**config.mk**
```make
export PLATFORM = sky130hd
export DESIGN_NAME = conv_line_feeder
export DESIGN_NICKNAME = d
export VERILOG_FILES = /design/src/rtl/conv_line_feeder.sv
export SDC_FILE = /design/constraint.sdc
export NUM_CORES = 1
export LEC_CHECK = 0
export CAP_MARGIN = 20
export CORE_ASPECT_RATIO = 0.7
export CORE_MARGIN = 1.5
export CORE_UTILIZATION = 41
export DETAILED_ROUTE_END_ITERATION = 16
export PLACE_DENSITY_LB_ADDON = 0.08
export SLEW_MARGIN = 20
export SYNTH_ARGS = -nofsm -noshare
export SYNTH_HDL_FRONTEND = slang
export SYNTH_SLANG_ARGS = --single-unit
```
**constraint.sdc**
```tcl
create_clock -name clk -period 2.57 [get_ports clk]
set_clock_uncertainty 0.2 [all_clocks]
set_input_delay 0.514 -clock clk [delete_from_list [all_inputs] [get_ports clk]]
set_output_delay 0.514 -clock clk [all_outputs]
set_load 0.02 [all_outputs]
```
**src/rtl/conv_line_feeder.sv**
```systemverilog
// conv_line_feeder: streams a frame from word-addressed memory into the conv
// line buffers. It primes three lines (k=0), then refills one line per ready
// request with k rotating 1,2,3.
// Optional build macro CONV_FEEDER_PAD_EN adds one all-zero line before and
// one after the image lines.
module conv_line_feeder #(
  parameter int unsigned WORDS_PER_LINE = 25,
  parameter int unsigned NUM_LINES      = 100,
  parameter int unsigned ADDR_W         = 12,
  parameter int unsigned DATA_W         = 32
) (
  input  logic              clk,
  input  logic              rst,
  input  logic              start,
  input  logic [ADDR_W-1:0] base_addr,
  output logic              mem_rd_en,
  output logic [ADDR_W-1:0] mem_rd_addr,
  input  logic [DATA_W-1:0] mem_rd_data,
  output logic [DATA_W-1:0] data,
  output logic              wr_en,
  output logic [1:0]        k,
  input  logic              ready,
  output logic              busy,
  output logic              done
);

  localparam int unsigned PRIME_WORDS = 3 * WORDS_PER_LINE;
  localparam int unsigned WORD_W      = $clog2(3 * WORDS_PER_LINE + 1);
  localparam int unsigned LINE_W      = $clog2(NUM_LINES + 3);
`ifdef CONV_FEEDER_PAD_EN
  localparam int unsigned TOTAL_LINES = NUM_LINES + 2;
`else
  localparam int unsigned TOTAL_LINES = NUM_LINES;
`endif

  if (NUM_LINES < 3) begin : g_bad_num_lines
    $error("conv_line_feeder: NUM_LINES must be >= 3");
  end

  typedef enum logic [2:0] {S_IDLE, S_PRIME, S_WAIT_RDY, S_LINE, S_FINISH} state_e;

  state_e              state_q, state_d;
  logic [ADDR_W-1:0]   addr_q, addr_d;
  logic [WORD_W-1:0]   word_q, word_d;
  logic [LINE_W-1:0]   line_q, line_d;
  logic [1:0]          ktgt_q, ktgt_d;
  logic                busy_q, busy_d;
  logic                done_q, done_d;
  logic                rd_en_q, rd_en_d;
  logic [ADDR_W-1:0]   rd_addr_q, rd_addr_d;
  logic                slot_q, slot_d;
  logic                slot_zero_q, slot_zero_d;
  logic [1:0]          slot_k_q, slot_k_d;
  logic                wr_en_q, wr_en_d;
  logic                wr_zero_q, wr_zero_d;
  logic [1:0]          k_q, k_d;

  logic                issue, zero_slot, in_prime, last_slot;
  logic [ADDR_W-1:0]   cur_addr;
  logic [WORD_W-1:0]   word_cur;

  // Next-state: slot issue, address/word/line counters, output pipeline
  always_comb begin
    state_d     = state_q;
    addr_d      = addr_q;
    word_d      = word_q;
    line_d      = line_q;
    ktgt_d      = ktgt_q;
    busy_d      = busy_q;
    done_d      = 1'b0;
    rd_en_d     = 1'b0;
    rd_addr_d   = rd_addr_q;
    slot_k_d    = slot_k_q;
    issue       = 1'b0;
    zero_slot   = 1'b0;
    in_prime    = 1'b0;
    last_slot   = 1'b0;
    cur_addr    = addr_q;
    word_cur    = word_q;

    case (state_q)
      S_IDLE: begin
        if (start) begin
          cur_addr = base_addr;
          addr_d   = base_addr;
          word_cur = '0;
          line_d   = '0;
          ktgt_d   = 2'd0;
          busy_d   = 1'b1;
          issue    = 1'b1;
          state_d  = S_PRIME;
        end
      end
      S_PRIME: issue = 1'b1;
      S_WAIT_RDY: begin
        if (line_q == LINE_W'(TOTAL_LINES)) begin
          state_d = S_FINISH;
        end else if (ready) begin
          ktgt_d  = (ktgt_q == 2'd3) ? 2'd1 : ktgt_q + 2'd1;
          issue   = 1'b1;
          state_d = S_LINE;
        end
      end
      S_LINE: issue = 1'b1;
      S_FINISH: begin
        // last slot has moved on to wr_en; done lands one cycle after it
        if (!slot_q) begin
          done_d  = 1'b1;
          busy_d  = 1'b0;
          state_d = S_IDLE;
        end
      end
      default: state_d = S_IDLE;
    endcase

    in_prime = (state_d == S_PRIME);
`ifdef CONV_FEEDER_PAD_EN
    zero_slot = in_prime ? (word_cur < WORD_W'(WORDS_PER_LINE))
                         : (line_q == LINE_W'(NUM_LINES + 1));
`endif

    if (issue) begin
      last_slot = in_prime ? (word_cur == WORD_W'(PRIME_WORDS - 1))
                           : (word_cur == WORD_W'(WORDS_PER_LINE - 1));
      slot_k_d  = in_prime ? 2'd0 : ktgt_d;
      if (!zero_slot) begin
        rd_en_d   = 1'b1;
        rd_addr_d = cur_addr;
        addr_d    = cur_addr + ADDR_W'(1);
      end
      if (last_slot) begin
        word_d  = '0;
        line_d  = in_prime ? LINE_W'(3) : line_q + LINE_W'(1);
        state_d = S_WAIT_RDY;
      end else begin
        word_d  = word_cur + WORD_W'(1);
      end
    end

    slot_d      = issue;
    slot_zero_d = issue & zero_slot;
    wr_en_d     = slot_q;
    wr_zero_d   = slot_zero_q;
    k_d         = slot_q ? slot_k_q : k_q;
  end

  // State and output registers
  always_ff @(posedge clk or negedge rst) begin
    if (!rst) begin
      state_q     <= S_IDLE;
      addr_q      <= '0;
      word_q      <= '0;
      line_q      <= '0;
      ktgt_q      <= 2'd0;
      busy_q      <= 1'b0;
      done_q      <= 1'b0;
      rd_en_q     <= 1'b0;
      rd_addr_q   <= '0;
      slot_q      <= 1'b0;
      slot_zero_q <= 1'b0;
      slot_k_q    <= 2'd0;
      wr_en_q     <= 1'b0;
      wr_zero_q   <= 1'b0;
      k_q         <= 2'd0;
    end else begin
      state_q     <= state_d;
      addr_q      <= addr_d;
      word_q      <= word_d;
      line_q      <= line_d;
      ktgt_q      <= ktgt_d;
      busy_q      <= busy_d;
      done_q      <= done_d;
      rd_en_q     <= rd_en_d;
      rd_addr_q   <= rd_addr_d;
      slot_q      <= slot_d;
      slot_zero_q <= slot_zero_d;
      slot_k_q    <= slot_k_d;
      wr_en_q     <= wr_en_d;
      wr_zero_q   <= wr_zero_d;
      k_q         <= k_d;
    end
  end

  assign mem_rd_en   = rd_en_q;
  assign mem_rd_addr = rd_addr_q;
  assign wr_en       = wr_en_q;
  assign k           = k_q;
  assign busy        = busy_q;
  assign done        = done_q;
  // Memory data arrives in the wr_en cycle itself; forward it under the
  // registered qualifiers so padding slots and idle cycles present zero.
  assign data        = (wr_en_q && !wr_zero_q) ? mem_rd_data : '0;

endmodule
```
Fig. 1: run 1, logic cells by family
Bar = 20 um.
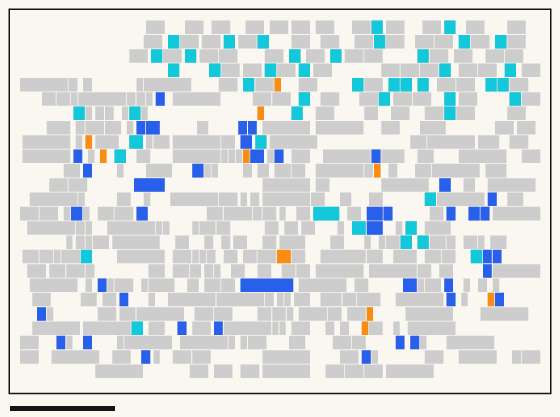
| family | color | cells |
|---|---|---|
| aoi and oai cells | blue | 42 |
| inv cells | orange | 10 |
| and/or cells | cyan | 46 |
most used logic cell in the final layout: clkdlybuf4s50_1
final std cells w/o fill: 530
fraction of area in multi-input gates: 34.4%

Fig. 2: run 1, signal wires by layer
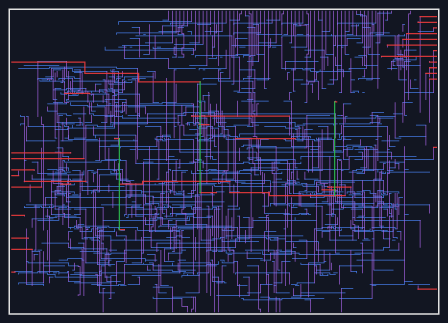
| layer | color | wire length |
|---|---|---|
| M1 | blue | 3,430 um |
| M2 | purple | 3,400 um |
| M3 | red | 303 um |
| M4 | green | 70.7 um |
global-route usage over all layers: 21.2%
routed len/inst: 13.6 um
detailed-route wire length: 7210 um
vias after detailed routing: 2,618

Fig. 3: run 1, sequential cells colored by netlist name
Other sequential cells in the stronger gray, the rest of the logic in the fainter gray.
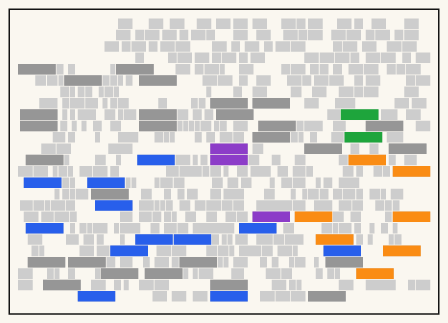
| signal | color | placed flops |
|---|---|---|
| `word_q` | orange | 7 |
| `state_q` | purple | 3 |
| `addr_q` | blue | 12 |
| `slot_k_q` | green | 2 |
footprint of the flip-flops and latches: 1280 um2
power in sequential cells: 1.28 mW
utilization of the core after routing: 63.6%

==> run 1: critical path: stages <==
cell	delay, ns
clkdlybuf4s50_1	0.46
and2_1	0.13
clkdlybuf4s50_1	0.61
==> run 1: metal layers <==
metal  vias up  wire (um)
li1       1307          -
met3         7        303
met2        49       3400
met1      1255       3430
met5         -          0
met4         0         70
==> run 1: layout by cell type, fill, tap and decap left out, drive strengths merged, types with 8 or more instances in the layout <==
master / synthesis / final
xnor2: 8 / 8
dfrtp: 51 / 51
nor2: 16 / 16
clkdlybuf4s50: 0 / 95
mux2i: 11 / 11
nand2: 43 / 43
inv: 9 / 9
a21oi: 9 / 9
and2: 35 / 35
buf: 8 / 40
nand3: 17 / 17
xor2: 8 / 8
o21ai: 22 / 22
==> run 1: timing repair <==
action | in CTS | in global routing
gates resized | 2 | 2
setup buffers | 1 | 1
setup endpoints to repair | 9 | 14
hold endpoints to repair | 17 | 0
pin swaps | 2 | 1
hold buffers | 1 | 0
==> run 1: power groups by stage <==
stage	Clock, mW	Sequential, mW	Combinational [mW]
floorplan	0	1.37	0.741
global placement	0	1.29	1.49
detailed placement	0	1.29	1.53
CTS	0.487	1.28	1.54
global route	0.524	1.33	1.69
finish	0.471	1.28	1.53
==> run 1: stage by stage <==
stage          utilization (%)  area (um2)  cells
3_3_place_gp              61.6        4150    519
4_1_cts                   63.3        4260    529
2_1_floorplan                -        2840    306
5_1_grt                   63.6        4270    530
3_5_place_dp              61.6        4150    519
6_report                  63.6        4270    530
==> run 1: worst max-delay path by stage <==
stage / startpoint / end / cells after the start
finish: mem_rd_data[6] / data[6] / 3
global route: line_q[0] / word_q[3] / 9
CTS: line_q[0] / addr_q[4] / 9
detailed placement: start / addr_q[7] / 7
global placement: start / addr_q[7] / 7
floorplan: state_q[0] / addr_q[10] / 10
==> run 1: flip-flops by register name (all words and copies together), names as in the netlist, 2 cells and up <==
register	count
line_q	7
ktgt_q	2
addr_q	12
k	2
state_q	3
word_q	7
slot_k_q	2
mem_rd_addr	12
==> run 1: cell families (layout without fill, tap and decap cells) <==
kind of cell    count (synthesis)  after routing  share of synthesized area (%)
xor+xnor                       16             16                           4.93
simple gates                  144            144                           26.6
compound gates                 49             49                           11.1
buf+inv                        25            155                           4.10
mux                            16             16                           6.12
flops                          51             51                           44.9
fa+ha+maj                       5              5                           2.20
==> run 1: final cells by class <==
type	instances	area, um2	share of cell area (%)
clock inverter	2	17.5	0.410
inverter	10	41.3	0.966
multi-input combinational	230	1470	34.4
timing repair buffer	137	1280	29.9
clock buffer	6	72.6	1.70
sequential	51	1280	29.9
tap	94	118	2.75
==> flow.log, run 1 <==
[flow] final metrics
INFO  metric internal_power = 2.07 mW
INFO  metric detailedRoute.firstPassIterationCount = 4
INFO  metric clock_power_share = 14.3%
INFO  metric skew_pair_late_insertion_delay = 0.32 ns
INFO  metric place_worst_setup_slack = -0.449 ns
INFO  metric hold_slack = 0.286 ns
INFO  metric top_cells_by_area = dfrtp_1, and2_1, nand2_1, mux2i_1, o21ai_0
INFO  metric syn_nets = 359
INFO  metric critPathLaunchType = input pin
INFO  metric floorplan.rows = 25
INFO  metric ys_cells = 306
INFO  metric dominantRegCellSynth = dfrtp_1
INFO  metric peakVddDrop = 0.521 mV
INFO  metric rrSetupSlack = 0.17 ns
INFO  metric grt_max_degree = 35
INFO  metric setup_viol = 0
INFO  metric postSynthCellCount = 306
INFO  metric use_met1 = 30.0%
INFO  metric outcome = complete, no violations
INFO  metric yosysMostFrequentCell = dfrtp_1
INFO  metric grt_use_met3 = 4.89%
INFO  metric synth_area_leader_cell = dfrtp_1
INFO  metric detail_route.drc_violations = 0
INFO  metric hold_path.class = flop to flop
INFO  metric crit_required = 1.86 ns
INFO  metric hold-path-endpoint = mem_rd_addr[1]
INFO  metric finalNetCount = 488
INFO  metric antenna-diode-count = 0
INFO  metric finalMaxSlewViolations = 0
INFO  metric grt_first_pass_wirelength = 12,200 um
INFO  metric detailedRoute.firstIterationViolations = 101
INFO  metric timing.rr.end = addr_q[7]
INFO  metric detail_route.vias_per_cell = 4.94
INFO  metric stage_log_warnings = 27
INFO  metric floorplan.initialDensity = 42.3%
INFO  metric fp.coreArea = 6730 um2
INFO  metric critPathKind = input pin to output pin
INFO  metric drive_above_1_share = 13.8%
INFO  metric clkTransAtPathRegs = 0.09 ns
INFO  metric post-synth-top-area-fraction = 44.9%
INFO  metric pwr_dens = 768 nW/um2
INFO  metric dieWidth = 103 um
INFO  metric htree_levels = 2
INFO  metric pnr_worst_setup_slack = 0.151 ns
INFO  metric leakage = 1.77 nW
INFO  metric grt_overflow_total = 0
INFO  metric clk_root_buffer_cell = clkbuf_8
INFO  metric fillers = 575
INFO  metric yosys_warnings = 0
INFO  metric via_count_of_the_first_global_routing_pass = 2,501
INFO  metric synth_area = 2840 um2
INFO  metric sequentialPowerShare = 39.0%
INFO  metric tritoncts = done
INFO  metric synthArstFlopShare = 100%
INFO  metric dp.final_hpwl = 5730 um
INFO  metric grt_antenna_before_repair = 0
INFO  metric timing.max_cap.violations = 0
INFO  metric synthDistinctLibCells = 44
INFO  metric tritoncts.num_buffers = 5
INFO  metric fp.dieH = 72.7 um
INFO  metric rr_startpoint = state_q[0]
Fig. 4: run 1, pin map
Pins as bars across the die edge, other pins in gray.
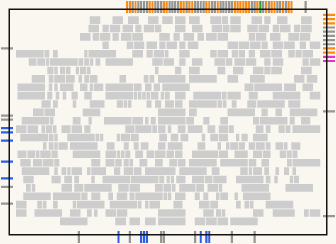

--- run 2 (diff from run 1) ---
--- a/config.mk
+++ b/config.mk
@@ -8,7 +8,8 @@
 export CAP_MARGIN = 20
 export CORE_ASPECT_RATIO = 0.7
 export CORE_MARGIN = 1.5
-export CORE_UTILIZATION = 41
+export CORE_UTILIZATION = 50
+export CTS_BUF_LIST = sky130_fd_sc_hd__clkbuf_2
 export DETAILED_ROUTE_END_ITERATION = 16
 export PLACE_DENSITY_LB_ADDON = 0.08
 export SLEW_MARGIN = 20
==> constraint.sdc (replaced) <==
create_clock -name clk -period 3.1 [get_ports clk]
set_clock_uncertainty 0.2 [all_clocks]
set_input_delay 0.62 -clock clk [delete_from_list [all_inputs] [get_ports clk]]
set_output_delay 0.62 -clock clk [all_outputs]
set_load 0.02 [all_outputs]
Fig. 5: run 2, pin map
Pins as bars across the die edge, other pins in gray.
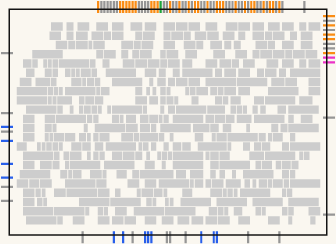
| port | color | pins | direction | edge |
|---|---|---|---|---|
| `base_addr` | blue | 12 | input | 8 bottom, 4 left |
| `wr_en` | green | 1 | output | top |
| `k` | magenta | 2 | output | right |
| `data` | orange | 32 | output | 27 top, 5 right |
all pins by edge: 61 top, 15 bottom, 13 right, 9 left
y dimension of the die: 66.1 um
tally of buffers added on design ports: 97
horizontal die size: 93.1 um

Fig. 6: run 2, sequential cells colored by netlist name
Other sequential cells in the stronger gray, the rest of the logic in the fainter gray.
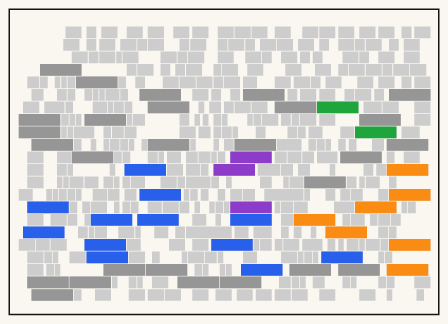
| signal | color | placed flops |
|---|---|---|
| `addr_q` | blue | 12 |
| `slot_k_q` | green | 2 |
| `state_q` | purple | 3 |
| `word_q` | orange | 7 |
utilization of the core after routing: 74.8%
power in sequential cells: 1.09 mW
fraction of area in registers: 31.8%

==> run 2 against run 1 <==
Critical path depth fell by 1. Largest power group unchanged. Total power fell by 24%. Sequential cell count did not move. Routed wire length fell by 2.5%. Synthesized area did not move. Largest cell class unchanged. Setup slack improved by 0.017 ns. Sequential share of layout area rose by 1.9 points. Non-clock buffer count fell by 21. First-iteration DRC count rose by 36%. Sequential power fell by about 10%. Worst hold slack improved by 0.028 ns. Combinational power fell by 26%.
==> flow.log, run 2 <==
[flow] final metrics
INFO  metric clkTransAtPathRegs = 0.24 ns (+0.15 ns)
INFO  metric detail_route.drc_violations = 0 (unchanged)
INFO  metric detail_route.vias_per_cell = 5.24 (+6.0%)
INFO  metric post-synth-top-area-fraction = 44.9% (unchanged)
INFO  metric timing.rr.end = line_q[6]
INFO  metric postSynthCellCount = 306 (unchanged)
INFO  metric grt_overflow_total = 0 (unchanged)
INFO  metric slowest_stage = dfrtp_1
INFO  metric instances_no_fill = 487 (-8.1%)
INFO  metric via_count_of_the_first_global_routing_pass = 2,421 (-3.2%)
INFO  metric rr_startpoint = line_q[0]
INFO  metric synth_area = 2840 um2 (unchanged)
INFO  metric setup_viol = 0 (unchanged)
INFO  metric final_common_cell = clkdlybuf4s50_1
INFO  metric stage_log_warnings = 27 (unchanged)
INFO  metric synth.logic.top_family = simple AND/OR/NAND/NOR gates
INFO  metric detailedRoute.firstIterationViolations = 137 (+36%)
INFO  metric crit_required = 2.28 ns (+0.42 ns)
INFO  metric rrSetupSlack = 0.31 ns (+0.14 ns)
INFO  metric critPathBufInv = 1 (-1)
INFO  metric finalNetCount = 467 (-4.3%)
INFO  metric routed-via-count = 2,550 (-2.6%)
INFO  metric grt_first_pass_wirelength = 11,600 um (-4.9%)
INFO  metric detailedRoute.firstPassIterationCount = 4 (unchanged)
INFO  metric floorplan.rows = 22 (-12%)
INFO  metric ys_cells = 306 (unchanged)
INFO  metric clock_power_share = 10.4% (-3.9 points)
INFO  metric synth.area.mux_share = 6.12% (unchanged)
INFO  metric hold_path.class = flop to flop
INFO  metric grt_use_total = 24.0% (+2.8 points)
INFO  metric routed_len_inst = 14.4 um (+6.2%)
INFO  metric final_cell_mix = clkdlybuf4s50_1, dfrtp_1, nand2_1, and2_1, o21ai_0
INFO  metric critPathKind = flop to output pin
INFO  metric tritoncts = done
INFO  metric grt_antenna_before_repair = 0 (unchanged)
INFO  metric tritoncts.num_buffers = 5 (unchanged)
INFO  metric worst_path_dominant_cell_family = flip-flops
INFO  metric post_synth_ao_oa_area_fraction = 11.1% (unchanged)
INFO  metric timing.max_cap.violations = 0 (unchanged)
INFO  metric antenna-diode-count = 0 (unchanged)
INFO  metric grt_max_degree = 34 (-2.9%)
INFO  metric top_cells_by_area = dfrtp_1, and2_1, nand2_1, mux2i_1, o21ai_0
INFO  metric fillers = 401 (-30%)
INFO  metric cts_resized = 0 (-2)
INFO  metric finalMaxSlewViolations = 0 (unchanged)
INFO  metric synthDistinctLibCells = 44 (unchanged)
INFO  metric dominantRegCellSynth = dfrtp_1
INFO  metric syn_nets = 359 (unchanged)
INFO  metric fp.coreArea = 5370 um2 (-20%)
INFO  metric leakage = 1.65 nW (-6.9%)
INFO  metric htree_levels = 2 (unchanged)
INFO  metric place_worst_setup_slack = -0.0274 ns (+0.422 ns)
INFO  metric placed_cells_incl_taps = 478 (-7.9%)
INFO  metric sequentialPowerShare = 43.9% (+4.9 points)
INFO  metric yosys_warnings = 0 (unchanged)
INFO  metric synthArstFlopShare = 100% (unchanged)
INFO  metric crit_chain = and2_1, clkdlybuf4s50_1
INFO  metric totalWireLength = 7030 um (-2.5%)
INFO  metric flop_area = 1280 um2 (unchanged)
INFO  metric clk_root_buffer_cell = clkbuf_2
INFO  metric post_synth_xor_area_fraction = 4.93% (unchanged)
INFO  metric outcome = complete, no violations
==> run 2: cell count changes in the layout (fill, tap and decap cells not counted) <==
cell	before	now
buf_4	38	18
clkbuf_2	0	7
clkbuf_8	5	0
clkinv_4	2	0
a21oi_1	7	8
a21oi_4	1	0
buf_12	1	0
clkbuf_1	1	0
clkdlybuf4s50_1	95	96
clkinv_1	0	1
clkinv_2	0	1
clkinvlp_4	1	0
dlygate4sd2_1	1	0
==> run 2: power groups by stage <==
| stage | clock, mW | sequential (mW) | combinational [mW] |
|---|---|---|---|
| 3_3_place_gp | 0 | 1.10 | 1.10 |
| 3_5_place_dp | 0 | 1.10 | 1.14 |
| 5_1_grt | 0.300 | 1.12 | 1.25 |
| 4_1_cts | 0.269 | 1.09 | 1.14 |
| 6_report | 0.259 | 1.09 | 1.13 |
| 2_1_floorplan | 0 | 1.14 | 0.614 |
==> run 2: repair_timing <==
item,4_1_cts,5_1_grt
hold buffers,1,0
hold endpoints to repair,14,0
buffers inserted,0,0
==> run 2: worst max-delay path by stage <==
stage               start         end  slack, ns  cells after the start
floorplan           start  addr_q[10]       0.37                      9
global placement    start   addr_q[7]       0.03                      7
detailed placement  start   addr_q[7]      -0.03                      7
CTS                 wr_en    data[16]       0.13                      2
global route        wr_en    data[16]      0.008                      2
finish              wr_en    data[16]       0.17                      2
==> run 2: cell families after synthesis <==
kind of cell               Yosys count
DFF                                 51
buffers and inverters               25
xor gates and xnor gates            16
muxes                               16
adders and majority gates            5
AOI/OAI and AO/OA                   49
and+or+nand+nor                    144
==> run 2: stage by stage <==
step           TNS (ns)  cell area [um2]  total power [mW]
4_1_cts               0             4010              2.50
3_3_place_gp          0             3960              2.20
5_1_grt               0             4010              2.67
2_1_floorplan         0             2840              1.75
3_5_place_dp    -0.0274             3960              2.24
6_report              0             4010              2.48
==> run 2: layout make-up <==
| cell class | count | share of cell area [%] |
|---|---|---|
| multi-input combinational | 230 | 36.3 |
| sequential | 51 | 31.8 |
| timing repair buffer | 116 | 27.7 |
| tap | 72 | 2.25 |
| inverter | 10 | 0.935 |
| clock buffer | 7 | 0.873 |
| clock inverter | 1 | 0.125 |
==> run 2: layer usage <==
layer	global-route usage [%]	wire (um)	up-vias
li1	-	-	1277
met1	33.1	3280	1205
met2	39.8	3400	59
met3	4.25	281	9
met4	4.73	66	0
met5	0	0	-
==> run 2: worst register-to-register path: stages, from the launching register on <==
cell and delay [ns]:
dfrtp_1 0.47, inv_1 0.07, ha_1 0.14, nand4b_1 0.20, o211ai_1 0.42, a21o_1 0.21
clkinv_1 0.33, a21oi_1 0.48, nand2_1 0.10, o211ai_1 0.10
Power and IR drop assume default switching activity.
